**Cells colored by class**

Drawn at 4 px/um. Fill, decap, tap and diode cells in gray.
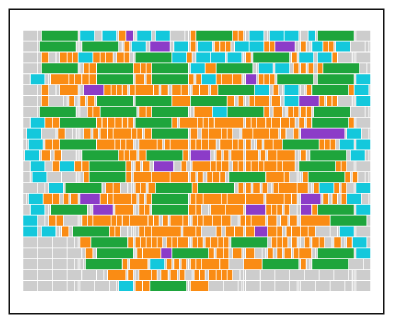
**Close-up of the layout**

Region (34, 25) to (59, 50) um. Cells in gray, sequential cells in the stronger gray; small squares are vias.
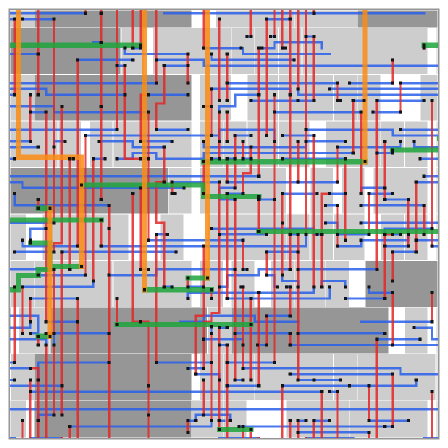
**Clock wiring as the flow saved it**

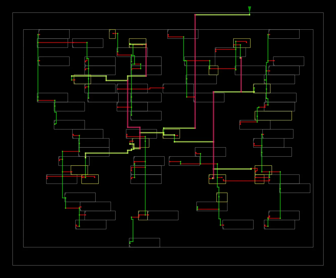
**Clock distribution**

Drawn at 6 px/um.
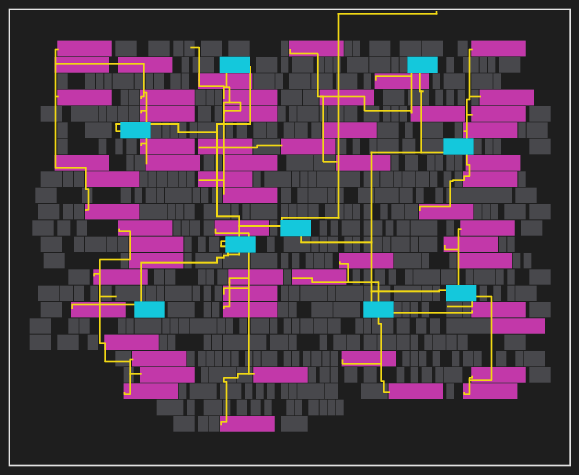
[config.mk]
export PLATFORM = sky130hd
export DESIGN_NAME = sobel_window_feeder
export DESIGN_NICKNAME = d
export VERILOG_FILES = /design/src/rtl/sobel_window_feeder.sv
export SDC_FILE = /design/constraint.sdc
export NUM_CORES = 1
export LEC_CHECK = 0
export ABC_AREA = 1
export CAP_MARGIN = 20
export CORE_ASPECT_RATIO = 0.8
export CORE_MARGIN = 3
export CORE_UTILIZATION = 57
export DETAILED_ROUTE_END_ITERATION = 7
export PLACE_DENSITY = 0.95
export SKIP_LAST_GASP = 1
export SLEW_MARGIN = 40
export SYNTH_ARGS = -nofsm -noshare
export SYNTH_HDL_FRONTEND = slang
export SYNTH_SLANG_ARGS = --single-unit
[constraint.sdc]
create_clock -name clk -period 6 [get_ports clk]
set_input_delay 0.9 -clock clk [delete_from_list [all_inputs] [get_ports clk]]
set_output_delay 0.9 -clock clk [all_outputs]
set_load 0.01 [all_outputs]
[src/rtl/sobel_window_feeder.sv]
// Streams the WIN x WIN neighbourhood around a requested centre pixel from a
// synchronous-read frame memory, one pixel per valid/ready handshake, replicating edge pixels.
module sobel_window_feeder #(
   parameter int IMG_W  = 64,
   parameter int IMG_H  = 64,
   parameter int ADDR_W = 12,
   parameter int WIN    = 5
) (
   input  logic              clk,
   input  logic              rst_n,
   input  logic              req_valid,
   output logic              req_ready,
   input  logic [7:0]        req_x,
   input  logic [7:0]        req_y,
   output logic              mem_rd_en,
   output logic [ADDR_W-1:0] mem_addr,
   input  logic [7:0]        mem_rdata,
   output logic              pix_valid,
   input  logic              pix_ready,
   output logic [7:0]        pix_data,
   output logic [5:0]        pix_index,
   output logic              pix_last,
   output logic              busy,
   output logic              done
);

   localparam logic        [5:0] LAST_IDX = 6'(WIN*WIN-1);
   localparam logic        [2:0] COL_LAST = 3'(WIN-1);
   localparam logic        [7:0] X_LIM    = 8'(IMG_W-1);
   localparam logic        [7:0] Y_LIM    = 8'(IMG_H-1);
   localparam logic signed [9:0] X_MAX    = 10'(IMG_W-1);
   localparam logic signed [9:0] Y_MAX    = 10'(IMG_H-1);
   localparam logic signed [9:0] HALF_S   = 10'(WIN/2);

   typedef enum logic [2:0] {IDLE, READ, CAPT, SEND, DONE} state_t;

   state_t            state_q, state_d;
   logic [7:0]        centerX_q, centerY_q;
   logic [5:0]        idx_q;
   logic [2:0]        col_q, row_q;
   logic [ADDR_W-1:0] memAddr_q;
   logic [7:0]        pixData_q;
   logic [5:0]        pixIndex_q;
   logic              pixLast_q;

   logic signed [9:0] sx, sy;
   logic [7:0]        xc, yc;
   logic [ADDR_W-1:0] addrCalc;

   always_ff @(posedge clk or negedge rst_n) begin
      if (!rst_n) state_q <= IDLE;
      else        state_q <= state_d;
   end

   always_comb begin
      state_d = state_q;
      case (state_q)
         IDLE:    if (req_valid) state_d = READ;
         READ:    state_d = CAPT;
         CAPT:    state_d = SEND;
         SEND:    if (pix_ready) state_d = pixLast_q ? DONE : READ;
         DONE:    state_d = IDLE;
         default: state_d = IDLE;
      endcase
   end

   // Offsets are applied in signed arithmetic so negative coordinates clamp to the edge.
   always_comb begin
      sx = $signed({2'b00, centerX_q}) + $signed({7'b0, col_q}) - HALF_S;
      sy = $signed({2'b00, centerY_q}) + $signed({7'b0, row_q}) - HALF_S;
      if (sx[9])           xc = 8'd0;
      else if (sx > X_MAX) xc = X_LIM;
      else                 xc = sx[7:0];
      if (sy[9])           yc = 8'd0;
      else if (sy > Y_MAX) yc = Y_LIM;
      else                 yc = sy[7:0];
      addrCalc = ADDR_W'(({24'b0, yc} * 32'(IMG_W)) + {24'b0, xc});
   end

   always_ff @(posedge clk or negedge rst_n) begin
      if (!rst_n) begin
         centerX_q  <= '0;
         centerY_q  <= '0;
         idx_q      <= '0;
         col_q      <= '0;
         row_q      <= '0;
         memAddr_q  <= '0;
         pixData_q  <= '0;
         pixIndex_q <= '0;
         pixLast_q  <= 1'b0;
      end else begin
         case (state_q)
            IDLE: if (req_valid) begin
               centerX_q <= (req_x > X_LIM) ? X_LIM : req_x;
               centerY_q <= (req_y > Y_LIM) ? Y_LIM : req_y;
               idx_q     <= '0;
               col_q     <= '0;
               row_q     <= '0;
            end
            READ: memAddr_q <= addrCalc;
            CAPT: begin
               pixData_q  <= mem_rdata;
               pixIndex_q <= idx_q;
               pixLast_q  <= (idx_q == LAST_IDX);
            end
            SEND: if (pix_ready && !pixLast_q) begin
               idx_q <= idx_q + 6'd1;
               if (col_q == COL_LAST) begin
                  col_q <= '0;
                  row_q <= row_q + 3'd1;
               end else begin
                  col_q <= col_q + 3'd1;
               end
            end
            default: ;
         endcase
      end
   end

   // The address register keeps the last issued address visible between reads.
   assign mem_rd_en = (state_q == READ);
   assign mem_addr  = (state_q == READ) ? addrCalc : memAddr_q;
   assign req_ready = (state_q == IDLE);
   assign busy      = (state_q == READ) || (state_q == CAPT) || (state_q == SEND);
   assign done      = (state_q == DONE);
   assign pix_valid = (state_q == SEND);
   assign pix_data  = pixData_q;
   assign pix_index = pixIndex_q;
   assign pix_last  = pixLast_q;

endmodule

==> flow.log <==
[metrics] run summary
INFO  metric critical_path.endpoint = mem_addr[7]
INFO  metric htreeDepth = 3
INFO  metric fin_nets = between 500 and 600
INFO  metric floorplan.tapcells = approximately 78
INFO  metric p_comb = between 1.5 and 2 mW
INFO  metric routed_wl = 8.05 mm
INFO  metric clock_sinks = approximately 58
INFO  metric setup.worst_path.start_class = flip-flop
INFO  metric finalMaxSlewViolations = 0
INFO  metric tns = 0 ns
INFO  metric topCombFamilyByArea = simple AND/OR/NAND/NOR gates
INFO  metric post_synth_fa_ha_maj_area_fraction = about an eighth
INFO  metric comb_power_share = 62.8%
INFO  metric syn2layout_area_growth = 24.8%
INFO  metric clock_path_buffers = 2
INFO  metric final_cycle_utilization_of_the_critical_path = roughly 74%
INFO  metric finalClockSkew = about 0.0067 ns
INFO  metric dpl.cell_count = between 500 and 600
INFO  metric timing.critical_path.cells = inv_1, ha_1, inv_1, ha_1, inv_1, fa_1, inv_1, nand2_1, nand3_2, nand2_2, nand2_2, nand3_2, nor2_1, nor2_1, fa_1, nand2_1, nand2_1, clkdlybuf4s50_1
INFO  metric clk_pin_slew_worst_paths = around 0.070 ns
INFO  metric multi_input_comb_cells = approximately 300
INFO  metric tritoncts = done
INFO  metric power.leakage = about 2.2 nW
INFO  metric depth_of_the_worst_register_to_register_path = 17
INFO  metric status = finished, final reports clean
INFO  metric compound_area_share = 9.77%
INFO  metric layout.area.comb = roughly 1700 sq um
INFO  metric detail_route.drc_violations = 0
INFO  metric power-top-group = combinational logic
## Picture notes: 'cells colored by class'
class	color	cells
clock drivers and dummy loads	purple	16
flops	green	58
other buffers and delay cells	cyan	60
all other logic	orange	371

## Picture notes: 'close-up of the layout'
layer	color
met3	green
met4	orange
met2	red
met1	blue
most frequent	inv_1 (17), nand2_1 (13), ha_1 (9)
netlist names of flops here include	centerX_q (4), centerY_q (2)
cells with their middle in the window	65
sequential cells in the window	7

## Picture notes: 'clock wiring as the flow saved it'
final sequential cell count: 58
number of clock buffers in the layout: 10

## Picture notes: 'clock distribution'
[cells driving clock nets] cyan | count: 9
[clock wires] yellow | length: 725 um
[flip-flops] magenta | count: 58
flops lie	spread over the die

per-layer routing:
layer  global-route usage (%)  part of all wire (%)  vias up
met5                        0                     0        -
met4                     9.43                   1.9        0
met3                     5.03                   5.0       19
met2                     41.1                    49       82
met1                     30.7                    44     1480
li1                         -                     -     1517
metrics by stage:
step	hold WS, ns	area (sq um)
3_3_place_gp	0.453	4130
5_1_grt	0.504	4330
3_5_place_dp	0.460	4130
2_1_floorplan	0.458	3480
6_report	0.473	4330
4_1_cts	0.474	4330
sequential cells by signal, summed over array words and instances, names as in the netlist:
register,flops
memAddr_q,12
centerX_q,8
col_q,3
state_q,3
centerY_q,8
pix_index,6
idx_q,6
row_q,3
pix_data,8
pix_last,1
Power figures rest on the tool's default switching activity, not on a simulated workload.
